===== src/rtl/telemetry_pkg.sv =====
// Shared types for the telemetry framer: FSM states, packet length and the sample record.
// The packet length depends on TELEMETRY_CHECKSUM_EN: 6 bytes when defined, 5 bytes otherwise.
package telemetry_pkg;

    typedef enum logic [2:0] {
        IDLE      = 3'd0,
        LOAD      = 3'd1,
        SEND      = 3'd2,
        WAIT_BUSY = 3'd3,
        WAIT_IDLE = 3'd4
    } framer_state_t;

`ifdef TELEMETRY_CHECKSUM_EN
    localparam int unsigned PKT_LEN = 6;
`else
    localparam int unsigned PKT_LEN = 5;
`endif

    typedef struct packed {
        logic [15:0] angle;
        logic [15:0] mag;
    } telemetry_sample_t;

endpackage


===== src/rtl/sample_fifo.sv =====
// Synchronous FIFO of telemetry samples; an extra pointer bit separates full from empty.
module sample_fifo
    import telemetry_pkg::*;
#(
    parameter int unsigned DEPTH = 4
) (
    input  logic              clock,
    input  logic              reset,
    input  logic              push,
    input  logic              pop,
    input  telemetry_sample_t wdata,
    output telemetry_sample_t rdata,
    output logic              full,
    output logic              empty
);

    localparam int unsigned AW = $clog2(DEPTH);

    logic [AW:0]       wptr_q, wptr_d;
    logic [AW:0]       rptr_q, rptr_d;
    telemetry_sample_t mem_q [DEPTH];

    always_comb begin
        wptr_d = wptr_q + {{AW{1'b0}}, push};
        rptr_d = rptr_q + {{AW{1'b0}}, pop};
    end

    always_ff @(posedge clock) begin
        if (reset) begin
            wptr_q <= '0;
            rptr_q <= '0;
        end else begin
            wptr_q <= wptr_d;
            rptr_q <= rptr_d;
        end
    end

    // Storage is not reset; the pointers alone define validity.
    always_ff @(posedge clock) begin
        if (push) begin
            mem_q[wptr_q[AW-1:0]] <= wdata;
        end
    end

    assign rdata = mem_q[rptr_q[AW-1:0]];
    assign empty = (wptr_q == rptr_q);
    assign full  = (wptr_q[AW] != rptr_q[AW]) && (wptr_q[AW-1:0] == rptr_q[AW-1:0]);

endmodule


===== src/rtl/telemetry_framer.sv =====
// Buffers telemetry samples and frames each one into a byte packet for the UART handshake.
// Define TELEMETRY_CHECKSUM_EN to append a modulo-256 payload checksum byte.
module telemetry_framer
    import telemetry_pkg::*;
#(
    parameter int unsigned DEPTH  = 4,
    parameter logic [7:0]  HEADER = 8'hA5
) (
    input  logic        clock,
    input  logic        reset,
    input  logic        sample_valid,
    input  logic [15:0] sample_angle,
    input  logic [15:0] sample_mag,
    input  logic        tx_busy,
    output logic        data_rdy,
    output logic [7:0]  data,
    output logic        fifo_full,
    output logic [7:0]  drop_count,
    output logic        framer_busy
);

    localparam logic [2:0] LAST_IDX = 3'(PKT_LEN - 1);

    framer_state_t     state_q, state_d;
    logic [2:0]        idx_q, idx_d;
    telemetry_sample_t pkt_q, pkt_d;
    logic [7:0]        data_q, data_d;
    logic [7:0]        drop_q, drop_d;

    telemetry_sample_t fifo_head;
    logic              fifo_empty;
    logic              push, pop;

    function automatic logic [7:0] pkt_byte(telemetry_sample_t s, logic [2:0] i);
        logic [7:0] b;
        case (i)
            3'd0:    b = HEADER;
            3'd1:    b = s.angle[15:8];
            3'd2:    b = s.angle[7:0];
            3'd3:    b = s.mag[15:8];
            3'd4:    b = s.mag[7:0];
`ifdef TELEMETRY_CHECKSUM_EN
            3'd5:    b = s.angle[15:8] + s.angle[7:0] + s.mag[15:8] + s.mag[7:0];
`endif
            default: b = 8'h00;
        endcase
        return b;
    endfunction

    assign pop  = (state_q == LOAD);
    // A full FIFO still accepts a sample in the cycle its head is popped.
    assign push = sample_valid && (!fifo_full || pop);

    sample_fifo #(
        .DEPTH(DEPTH)
    ) u_fifo (
        .clock(clock),
        .reset(reset),
        .push (push),
        .pop  (pop),
        .wdata('{angle: sample_angle, mag: sample_mag}),
        .rdata(fifo_head),
        .full (fifo_full),
        .empty(fifo_empty)
    );

    always_comb begin
        state_d = state_q;
        idx_d   = idx_q;
        pkt_d   = pkt_q;
        data_d  = data_q;
        drop_d  = drop_q;

        if (sample_valid && fifo_full && !pop && (drop_q != 8'hFF)) begin
            drop_d = drop_q + 8'd1;
        end

        case (state_q)
            IDLE: begin
                // Looking at the incoming strobe saves a cycle of first-byte latency.
                if ((!fifo_empty || sample_valid) && !tx_busy) begin
                    state_d = LOAD;
                end
            end
            LOAD: begin
                pkt_d   = fifo_head;
                idx_d   = 3'd0;
                data_d  = HEADER;
                state_d = SEND;
            end
            SEND: begin
                state_d = WAIT_BUSY;
            end
            WAIT_BUSY: begin
                if (tx_busy) begin
                    state_d = WAIT_IDLE;
                end
            end
            WAIT_IDLE: begin
                if (!tx_busy) begin
                    if (idx_q == LAST_IDX) begin
                        state_d = IDLE;
                    end else begin
                        idx_d   = idx_q + 3'd1;
                        data_d  = pkt_byte(pkt_q, idx_q + 3'd1);
                        state_d = SEND;
                    end
                end
            end
            default: state_d = IDLE;
        endcase
    end

    always_ff @(posedge clock) begin
        if (reset) begin
            state_q <= IDLE;
            idx_q   <= 3'd0;
            pkt_q   <= '0;
            data_q  <= 8'h00;
            drop_q  <= 8'h00;
        end else begin
            state_q <= state_d;
            idx_q   <= idx_d;
            pkt_q   <= pkt_d;
            data_q  <= data_d;
            drop_q  <= drop_d;
        end
    end

    assign data_rdy    = (state_q == SEND);
    assign data        = data_q;
    assign drop_count  = drop_q;
    assign framer_busy = (state_q != IDLE);

endmodule

===== config.mk =====
export PLATFORM = sky130hd
export DESIGN_NAME = telemetry_framer
export DESIGN_NICKNAME = d
export VERILOG_FILES = /design/src/rtl/telemetry_pkg.sv /design/src/rtl/sample_fifo.sv /design/src/rtl/telemetry_framer.sv
export SDC_FILE = /design/constraint.sdc
export NUM_CORES = 1
export LEC_CHECK = 0
export CAP_MARGIN = 0
export CORE_ASPECT_RATIO = 1.75
export CORE_MARGIN = 2
export CORE_UTILIZATION = 48
export DETAILED_ROUTE_END_ITERATION = 10
export DONT_BUFFER_PORTS = 1
export MAX_ROUTING_LAYER = met4
export PLACE_DENSITY = 0.74
export RECOVER_POWER = 25
export SETUP_SLACK_MARGIN = 0.2
export SYNTH_ARGS = -nofsm -noshare
export SYNTH_HDL_FRONTEND = slang
export SYNTH_SLANG_ARGS = --single-unit

===== constraint.sdc =====
create_clock -name clock -period 11.6 [get_ports clock]
set_input_delay 2.32 -clock clock [delete_from_list [all_inputs] [get_ports clock]]
set_output_delay 2.32 -clock clock [all_outputs]
set_load 0.1 [all_outputs]

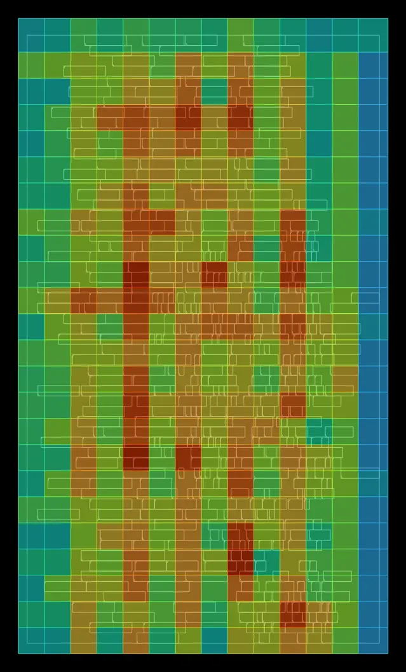
(routing congestion map)
met2 GRT Util: 30.70%
average wire per standard cell: 19.75 µm
utilization after layout: 54.14%

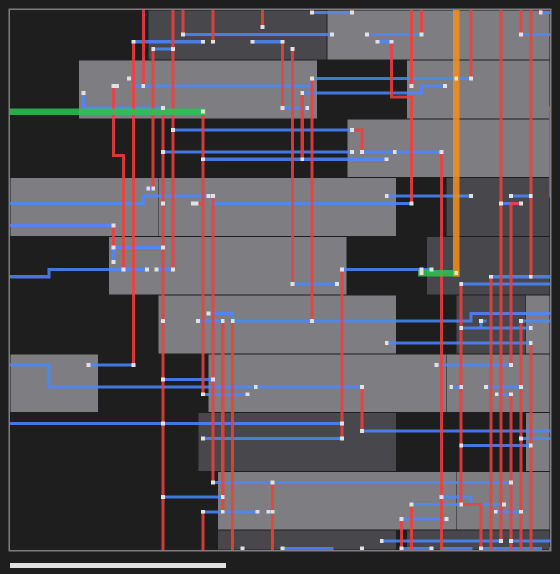
(close-up of the layout)
The bar under the picture is 10 µm long. Window x 12 to 37, y 29 to 54 µm. Cells in grey, sequential cells in the stronger grey; small squares are vias.
[red] met2
[blue] met1
[green] met3
[orange] met4
sequential cells in the window: 10
most frequent: edfxtp_1 (10), mux4_2 (2), clkbuf_16 (2)
netlist names of flops here include: u_fifo.mem_q (10)
cells with their middle in the window: 15

==> run notes <==
Implementation results.

The largest voltage drop on the vdd net is 94.75 µV. By area, sequential cells come first. The dominant register cell in the synthesized netlist is edfxtp_1. The chip width is 97.49 µm. The detailed-routing wirelength on met1 is 5236 µm. The clock H-tree reported by CTS has 4 levels.

The number of fillers in the final layout is 1197. The area growth from synthesis to final layout is 9.969%. On the critical path the data arrives at 2.07 ns. The area fraction in and, or, nand and nor cells after synthesis is 8.419%. For this run, the number of standard cells in the final layout without fillers is 680. The launch point of the worst reg-to-reg path is state_q[2]$_SDFFE_PP0P_.

Per the layout report, the design carries 8 non-clock buffers. Sorting the synthesized cells by area gives the leading types as edfxtp_1 (52%), dfxtp_1 (16%), mux4_2 (9.8%). The met3 track utilization from global routing is 5.050%. The clock-pin slew on the worst setup and hold paths is 0.07 ns. The flow ran to the end, and the final reports show no timing, DRC or antenna violations. The hold-fix buffer count after cts is 0. The cell area after technology mapping is 7342 µm². The share of total power dissipated in sequential elements is 54.1%. The post-placement cell area is 7522 µm². The number of synthesized flops with an enable pin is 128. The number of setup buffers added after CTS is 0. The net count entering floorplan is 534. The fraction of met1 tracks used by global routing is 19.69%. The initial core utilization is 49.24%. The cell type that accounts for the most area after synthesis is edfxtp_1. Overall power consumption after layout is estimated at 1.447 mW. The area inside the core boundary is 14910 µm². The required time at the endpoint of the critical path is 9.28 ns.

The post-detailed-route via-to-cell ratio is 5.831. The maximum fanout along the worst path is 34. The worst min-delay path startpoint is pkt_q[0]$_SDFFE_PP0N_. The share of synthesized area in the top cell type comes to 52.35%. Clock buffers in the final layout number 17. The via count of the first global-routing pass is 4137. The tree built by TritonCTS fans out to 188 sinks. The proportion of cell area occupied by registers is 62.50%. Per the layout area report, the combinational gate area comes to 2141 µm².

The routed length on met3 is 618 µm. The post-route netlist has 17.10% of its cells at a drive strength greater than 1. The number of inverters outside the clock class in the layout is 7. The max-cap violation count is 0. The first TritonRoute pass finished after 7 iterations. The tap cell instance count is 183.

The leakage power summed over all cells is 2.618 nW. Entering global routing, the biggest net connects 61 pins. The floorplan has 59 rows. Once placement completed, the tool counted placed cells totaling 649. The worst hold path belongs to the class flip-flop to flip-flop.

The synthesis area per yosys is 7342 µm². The worst register-to-register path ends at u_fifo.wptr_q[2]$_SDFF_PP0_. The placed wire-length estimate is 8514 µm. The startpoint-to-endpoint class of the critical path is flip-flop to primary output. For this design the top-level I/O count stands at 55. Setup repair after global routing left no endpoint under its margin. The most common cell in the synthesized netlist is edfxtp_1. The cell depth of the worst hold path is 2. The warning count from the yosys run is 0. For the finished layout, the period the worst path requires is 4.391 ns.

The maximum clock skew at final layout is 0.01387 ns. The area fraction in xor and xnor cells is 1.466%. The fraction of the mapped netlist area in compound gates is 6.970%.

The number of hold violations in the final report is 0. Of the total power, the clock network draws 37.5%. The total of cells resized after clock tree synthesis is 0. The depth of the worst register-to-register path is 8.
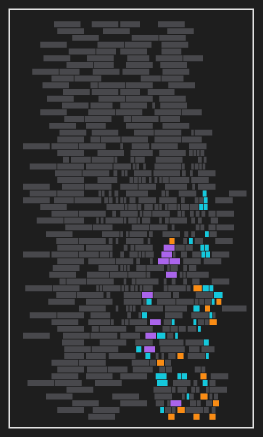
(logic cells by family)
[orange] AND and OR gates | cells: 14 | most used: or4_1 | where: bottom right
[cyan] NOR gates | cells: 34 | most used: nor3_1
[purple] adder and majority cells | cells: 10 | most used: ha_1

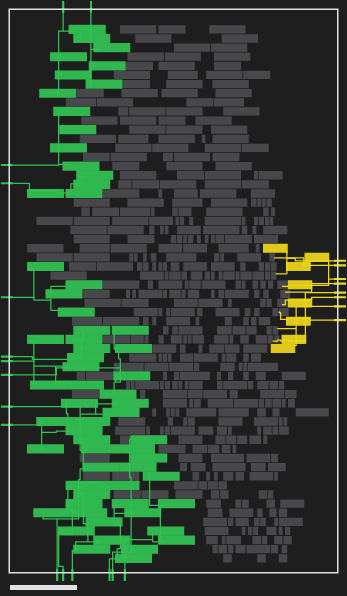
(wires at chosen ports, followed through buffers)
The bar under the picture is 20 µm long.
[green] sample_angle | direction: input | edge: 8 left, 6 bottom, 2 top | end cells: 64 | buffers: 0 | wire: 695 µm
[yellow] data | direction: output | edge: right | end cells: 8 | buffers: 0 | wire: 191 µm

==> worst max path at each step <==
stage / to / slack, ns / cells after the start / startpoint
6_report: fifo_full / 7.21 / 3 / u_fifo.rptr_q[0]$_SDFF_PP0_
5_1_grt: fifo_full / 7.07 / 3 / u_fifo.rptr_q[0]$_SDFF_PP0_
4_1_cts: fifo_full / 7.12 / 3 / u_fifo.rptr_q[0]$_SDFF_PP0_
3_5_place_dp: fifo_full / 7.61 / 3 / u_fifo.rptr_q[0]$_SDFF_PP0_
3_3_place_gp: fifo_full / 7.62 / 3 / u_fifo.rptr_q[0]$_SDFF_PP0_
2_1_floorplan: u_fifo.mem_q[2][0]$_DFFE_PP_ / 6.32 / 2 / sample_valid
==> cell usage in the layout (no fill, tap or decap), types with 3 or more instances in the layout <==
| cell type | count |
|---|---|
| a21oi_1 | 43 |
| a222oi_1 | 8 |
| a22o_1 | 4 |
| and4_1 | 3 |
| buf_4 | 7 |
| clkbuf_16 | 17 |
| clkinvlp_4 | 3 |
| dfxtp_1 | 59 |
| edfxtp_1 | 128 |
| ha_1 | 10 |
| inv_1 | 7 |
| inv_6 | 4 |
| inv_8 | 5 |
| mux4_2 | 32 |
| nand2_1 | 70 |
| nand3_1 | 8 |
| nor2_1 | 8 |
| nor2b_1 | 6 |
| nor3_1 | 13 |
| o211a_1 | 4 |
| o21ai_0 | 10 |
| o31ai_1 | 4 |
| or4_1 | 4 |
| xnor2_1 | 4 |
==> power groups by stage <==
stage,sequential (mW),combinational (mW),clock (mW)
floorplan,0.792,0.104,0
global placement,0.795,0.123,0
detailed placement,0.798,0.125,0
CTS,0.783,0.125,0.556
global route,0.786,0.135,0.581
finish,0.783,0.122,0.543
==> worst min-delay path, stage by stage, from the launching register on <==
cell and delay, ns:
dfxtp_1 0.31, nand2_1 0.05, a21oi_1 0.05
Power and IR drop assume default switching activity.
